===== src/rtl/retire_buffer.sv =====
// Dual-retire reorder buffer: allocates in order, accepts two completions per cycle,
// and retires up to two done entries from the head into the architectural register file.
module retire_buffer #(
  parameter int unsigned AR_SIZE   = 6,
  parameter int unsigned ROB_DEPTH = 16,
  parameter int unsigned ROB_IDX   = 4
) (
  input  logic               clk,
  input  logic               rstn,
  input  logic               alloc_valid,
  input  logic [AR_SIZE-1:0] alloc_rd,
  output logic               alloc_ready,
  output logic [ROB_IDX-1:0] alloc_idx,
  input  logic               cmpl_valid_a,
  input  logic [ROB_IDX-1:0] cmpl_idx_a,
  input  logic [31:0]        cmpl_data_a,
  input  logic               cmpl_valid_b,
  input  logic [ROB_IDX-1:0] cmpl_idx_b,
  input  logic [31:0]        cmpl_data_b,
  input  logic               flush,
  output logic               write_en,
  output logic [AR_SIZE-1:0] write_addr1,
  output logic [AR_SIZE-1:0] write_addr2,
  output logic [31:0]        write_data1,
  output logic [31:0]        write_data2,
  output logic [ROB_IDX:0]   rob_count
);

  localparam logic [ROB_IDX:0] DepthC = (ROB_IDX+1)'(ROB_DEPTH);

  // Entry storage
  logic [ROB_DEPTH-1:0] r_valid;
  logic [ROB_DEPTH-1:0] r_done;
  logic [AR_SIZE-1:0]   r_rd   [ROB_DEPTH];
  logic [31:0]          r_data [ROB_DEPTH];

  // Pointers and occupancy
  logic [ROB_IDX-1:0] r_head;
  logic [ROB_IDX-1:0] r_tail;
  logic [ROB_IDX:0]   r_count;

  // Registered retire port
  logic               r_write_en;
  logic [AR_SIZE-1:0] r_waddr1;
  logic [AR_SIZE-1:0] r_waddr2;
  logic [31:0]        r_wdata1;
  logic [31:0]        r_wdata2;

  // Next-state
  logic [ROB_DEPTH-1:0] w_valid_nxt;
  logic [ROB_DEPTH-1:0] w_done_nxt;
  logic [AR_SIZE-1:0]   w_rd_nxt   [ROB_DEPTH];
  logic [31:0]          w_data_nxt [ROB_DEPTH];
  logic [ROB_IDX-1:0]   w_head_nxt;
  logic [ROB_IDX-1:0]   w_tail_nxt;
  logic [ROB_IDX:0]     w_count_nxt;
  logic                 w_wen_nxt;
  logic [AR_SIZE-1:0]   w_waddr1_nxt;
  logic [AR_SIZE-1:0]   w_waddr2_nxt;
  logic [31:0]          w_wdata1_nxt;
  logic [31:0]          w_wdata2_nxt;

  logic               w_alloc_fire;
  logic               w_cmpl_a;
  logic               w_cmpl_b;
  logic               w_ret1;
  logic               w_ret2;
  logic [ROB_IDX-1:0] w_head_p1;

  assign alloc_ready = (r_count < DepthC);
  assign alloc_idx   = r_tail;
  assign rob_count   = r_count;
  assign write_en    = r_write_en;
  assign write_addr1 = r_waddr1;
  assign write_addr2 = r_waddr2;
  assign write_data1 = r_wdata1;
  assign write_data2 = r_wdata2;

  // Flush overrides allocation, completion and retirement in its cycle.
  assign w_alloc_fire = alloc_valid & alloc_ready & ~flush;
  assign w_cmpl_a     = cmpl_valid_a & r_valid[cmpl_idx_a] & ~flush;
  assign w_cmpl_b     = cmpl_valid_b & r_valid[cmpl_idx_b] & ~flush;
  assign w_head_p1    = r_head + ROB_IDX'(1);
  assign w_ret1       = ~flush & r_valid[r_head] & r_done[r_head];
  assign w_ret2       = w_ret1 & r_valid[w_head_p1] & r_done[w_head_p1];

  always_comb begin
    w_valid_nxt = r_valid;
    w_done_nxt  = r_done;
    w_rd_nxt    = r_rd;
    w_data_nxt  = r_data;
    // Port b first so port a wins on a shared tag.
    if (w_cmpl_b) begin
      w_done_nxt[cmpl_idx_b] = 1'b1;
      w_data_nxt[cmpl_idx_b] = cmpl_data_b;
    end
    if (w_cmpl_a) begin
      w_done_nxt[cmpl_idx_a] = 1'b1;
      w_data_nxt[cmpl_idx_a] = cmpl_data_a;
    end
    if (w_ret1) begin
      w_valid_nxt[r_head] = 1'b0;
      w_done_nxt[r_head]  = 1'b0;
    end
    if (w_ret2) begin
      w_valid_nxt[w_head_p1] = 1'b0;
      w_done_nxt[w_head_p1]  = 1'b0;
    end
    if (w_alloc_fire) begin
      w_valid_nxt[r_tail] = 1'b1;
      w_done_nxt[r_tail]  = 1'b0;
      w_rd_nxt[r_tail]    = alloc_rd;
    end
    if (flush) begin
      w_valid_nxt = '0;
      w_done_nxt  = '0;
    end
  end

  always_comb begin
    w_head_nxt  = r_head + ROB_IDX'(w_ret1) + ROB_IDX'(w_ret2);
    w_tail_nxt  = r_tail + ROB_IDX'(w_alloc_fire);
    w_count_nxt = r_count + (ROB_IDX+1)'(w_alloc_fire)
                - (ROB_IDX+1)'(w_ret1) - (ROB_IDX+1)'(w_ret2);
    if (flush) begin
      w_head_nxt  = '0;
      w_tail_nxt  = '0;
      w_count_nxt = '0;
    end
  end

  always_comb begin
    w_wen_nxt    = w_ret1;
    w_waddr1_nxt = w_ret1 ? r_rd[r_head]      : '0;
    w_wdata1_nxt = w_ret1 ? r_data[r_head]    : '0;
    w_waddr2_nxt = w_ret2 ? r_rd[w_head_p1]   : '0;
    w_wdata2_nxt = w_ret2 ? r_data[w_head_p1] : '0;
  end

  always_ff @(posedge clk) begin
    if (!rstn) begin
      r_valid    <= '0;
      r_done     <= '0;
      r_rd       <= '{default: '0};
      r_data     <= '{default: '0};
      r_head     <= '0;
      r_tail     <= '0;
      r_count    <= '0;
      r_write_en <= 1'b0;
      r_waddr1   <= '0;
      r_waddr2   <= '0;
      r_wdata1   <= '0;
      r_wdata2   <= '0;
    end else begin
      r_valid    <= w_valid_nxt;
      r_done     <= w_done_nxt;
      r_rd       <= w_rd_nxt;
      r_data     <= w_data_nxt;
      r_head     <= w_head_nxt;
      r_tail     <= w_tail_nxt;
      r_count    <= w_count_nxt;
      r_write_en <= w_wen_nxt;
      r_waddr1   <= w_waddr1_nxt;
      r_waddr2   <= w_waddr2_nxt;
      r_wdata1   <= w_wdata1_nxt;
      r_wdata2   <= w_wdata2_nxt;
    end
  end

endmodule


===== config.mk =====
export PLATFORM = sky130hd
export DESIGN_NAME = retire_buffer
export DESIGN_NICKNAME = d
export VERILOG_FILES = /design/src/rtl/retire_buffer.sv
export SDC_FILE = /design/constraint.sdc
export NUM_CORES = 2
export LEC_CHECK = 0
export CORE_MARGIN = 2
export CORE_UTILIZATION = 50
export DETAILED_ROUTE_END_ITERATION = 8
export PLACE_DENSITY = 0.7
export SLEW_MARGIN = 15
export SYNTH_ARGS = -nofsm -noshare
export SYNTH_HDL_FRONTEND = slang
export SYNTH_SLANG_ARGS = --single-unit

===== constraint.sdc =====
create_clock -name clk -period 9.5 [get_ports clk]
set_input_delay 2.85 -clock clk [delete_from_list [all_inputs] [get_ports clk]]
set_output_delay 2.85 -clock clk [all_outputs]
set_load 0.02 [all_outputs]

### M4 wires

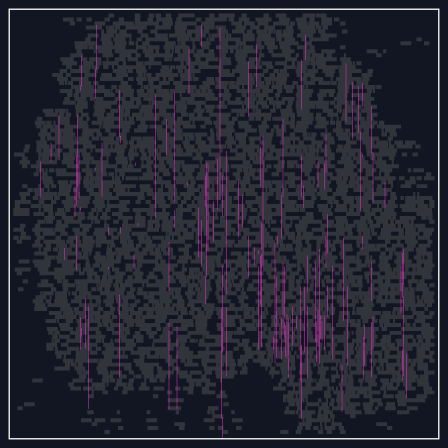
share of all routed wire = 3.3%
wire length on this layer = 4180 um
longest straight run = 118 um
main direction = vertical
final wirelength: 127000 um
Via Count: 31468

### Placement by cell class

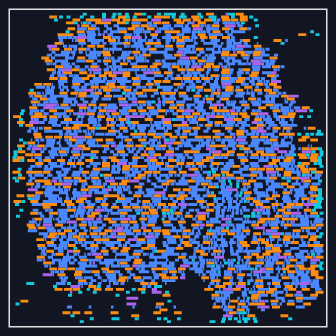
remaining buffers and delay cells -> cyan  # cells 216, share of their area 4.6%
remaining logic cells -> blue  # cells 2556, share of their area 57%
clock drivers and dummy loads -> purple  # cells 151, share of their area 6.3%
sequential cells -> orange  # cells 730, share of their area 33%

### Routed clock nets over the placement

The bar under the picture is 100 um long.
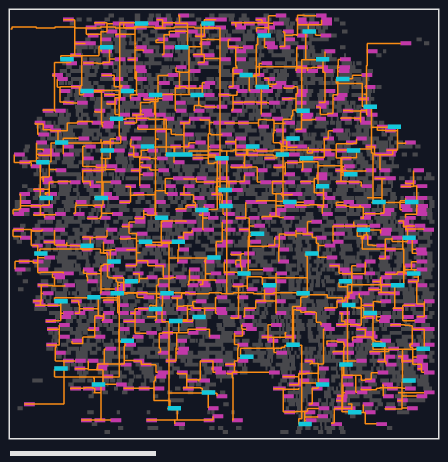
flip-flops -> magenta  # count 730
clock-net drivers -> cyan  # count 82
clock wires -> orange  # length 9880 um
routed clock nets = 83
flops lie = spread over the die
worst clock skew: 0.0292 ns
Clock net power: 3320 uW

==> reports/results.txt <==
Ys cells: 3751
Synth top cells by count: 730 x dfxtp_1, 597 x nand2_1, 581 x mux2i_1
# setup viols final: 0
Setup_tns: 0 ns
Dominant flop cell: dfxtp_1
Area growth, synth to finish: 10.6%
Cell area after synthesis: 41900 um^2
H-Tree Depth: 3
Core box area: 83300 um^2
Vias in the first global route: 30323
Antenna violations before repair: 10
Worst hold stages: 2
Mean Syn Cell Area: 11.2 um^2
TritonCTS clock tree: yes
Flop pwr share: 46.4%
Delay-heaviest family, CP: buffers and inverters
Crit start category: input port
Final Wtd Congestion: 0.891
Post-CTS setup buffers: 0
M1 WL: 52100 um
GRT busiest layer: met2
Port-buffer cells: 170
Combinational Power Share: 3.2%
Top cells, area: dfxtp_1 35%, mux4_2 21%, mux2i_1 14%
P_sw: 1500 uW
Hold_buf cts: 0
First-pass GRT wire length: 192000 um
EDFF count, synth: 0
Grt total ovfl: 0
CP peak stage delay: 0.69 ns
Crit path capture type: register
Critical Path Fanout Max: 38
Hold Path End: r_rd[41]$_SDFFE_PN0P_
Post-CTS resize count: 0
Netlist cell types: 57
Slew headroom: 11.3%
Reg2Reg Depth: 15
Achievable Freq: 163 MHz
Synthesis Warnings: 0
Count leader, synth: dfxtp_1
Synthesized Nets: 3854
Clock power frac: 50.4%
Final hold violation count: 0
GRT met2 Usage: 46.9%
Crit Reg-Reg Endpoint: rob_count[3]$_SDFF_PP0_
Fill count: 7021
CP cell instances: clkdlybuf4s50_1, a21oi_1, o21a_2, buf_4, inv_1, nor2_1, ha_1, nor2_1, ha_1, inv_1, ha_1, inv_1, fa_1, xor2_1, nor2_1
Min-delay src: r_rd[41]$_SDFFE_PN0P_
Internal Power: 5100 uW
Hold crit path type: register to register
Post-DP HPWL: 69900 um
Final Cycle Share: 64.4%
Area leader, netlist: dfxtp_1
Clk buf depth: 3
Ys flops: 730
FF-to-FF setup slack: 3.68 ns
PD cells: 142 nW/um^2
Required @ worst endpoint: 10.02 ns
Die Y: 294 um
Pre-Place Util: 50.3%
Worst path slowest cell: clkdlybuf4s50_1
Placed cell area: 43500 um^2
Largest net degree at the start of global routing: 119
Worst IR Drop VDD: 0.127 mV
Sw Ratio: 22.8%
DRC viols: 0
Max-slew violations: 0
Finished Cell Area: 46300 um^2
Max reg flops: 512
Crit Path Category: input port to register
Post-synth ARST share: 0%
Tool Warnings: 36
Crit path depth: 15
Reg clk slew, reported paths: 0.06 ns
RSZ-0062 raised after global routing: no
Top Registers: r_data x512, r_rd x96
Die width: 294 um
M3 GR Usage: 5.17%
First-pass iteration count of the detailed router: 6
CP arrival: 6.64 ns
Final min period: 6.12 ns
Met3 routed WL: 10800 um
Root buffer cell: clkbuf_16
Crit. Startpoint: flush
Top Ports: 171
Detail Route Antenna Nets: 0
Status: completed
Post-DR vias/cell: 6.64
Die Area: 86100 um^2
Share of cells above drive strength 1: 17.2%
Std cell rows: 106
Metal2 WL: 60000 um
Post-synthesis sequential area ratio: 34.9%
Largest Register: r_data
Worst path bufs/invs: 5
Synth Instances: 3751
# Max-Cap Violations: 0
Met1 usage: 39.4%
YS chip area: 41900 um^2
Max-area cell share: 34.9%
Uppermost layer routed: met5
RR Startpoint: r_head[0]$_SDFF_PP0_
Slew @ Worst Pin: 1.33 ns
Pleak: 0.0250 uW
Setup crit end: rob_count[3]$_SDFF_PP0_
Layout Nets: 3689
Initial DRC Count: 3513
### Routed metal per tile

The die is cut into 29 by 29 equal tiles; dark blue is low, red is high, scaled to the fullest tile. Values are wire area over tile area, all layers added.
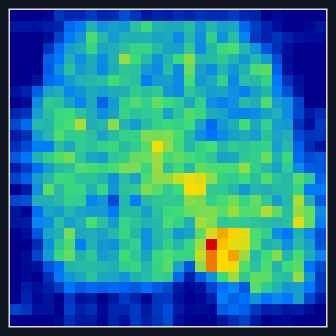
mean over tiles = 0.25
tiles over half the peak = 15%
nearly empty tiles = 9.9%
GR Util All Layers: 29.0%
DR WL/cell: 26.8 um

### Clock routing

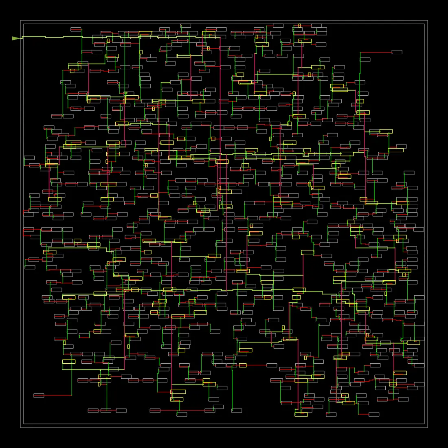
CTS sink count: 730
clock buffers: 126
num sequential: 730
number of CTS-inserted buffers: 82
clk_lat worst skew: 0.65 ns

-- power by group through the flow --
stage,logic (uW),clock network [uW],registers (uW)
floorplan,117,0,3130
global placement,207,0,3130
detailed placement,206,0,3130
CTS,207,3370,3060
global route,222,3480,3060
finish,210,3320,3060
-- per-stage QoR --
stage / hold WS, ns / setup slack, ns / std cells / util [%] / power [uW]
6_report: 0.480 / 3.38 / 4739 / 55.6 / 6600
5_1_grt: 0.502 / 3.23 / 4737 / 55.6 / 6770
4_1_cts: 0.482 / 3.44 / 4733 / 55.6 / 6640
3_5_place_dp: 0.474 / 2.77 / 4582 / 52.2 / 3340
3_3_place_gp: 0.463 / 2.85 / 4582 / 52.2 / 3340
2_1_floorplan: 0.450 / 4.48 / 3751 / - / 3250
-- cell type report --
type                    instances  area (um^2)  share of cell area, %
clock buffers                 126         2530                   5.46
repair buffers                216         2050                   4.43
inverters                      22         85.1                  0.184
multi-input cells            2534        25400                   54.8
clock inverters                25          297                  0.640
well taps                    1080         1350                   2.92
diodes                          6         15.0                 0.0324
flip-flops and latches        730        14600                   31.6
-- cell usage in the layout (no fill, tap or decap), drive strengths merged, types with 17 or more instances in the layout --
cell | Yosys | routed
ha | 17 | 17
nor2 | 32 | 32
clkbuf | 257 | 126
mux4 | 397 | 397
inv | 22 | 24
a21boi | 31 | 31
nand3 | 52 | 52
clkdlybuf4s50 | 0 | 169
nor2b | 110 | 110
o211a | 512 | 512
dfxtp | 730 | 730
nand2 | 599 | 599
and3 | 48 | 48
mux2i | 581 | 581
buf | 208 | 47
a21oi | 19 | 19
-- cell families after synthesis --
kind of cell    share of synthesized area, %
mux                                     35.2
xor+xnor                               0.185
fa+ha+maj                              0.603
simple gates                            9.84
flops                                   34.9
compound gates                          14.1
buf+inv                                 5.20
Power figures rest on the tool's default switching activity, not on a simulated workload.
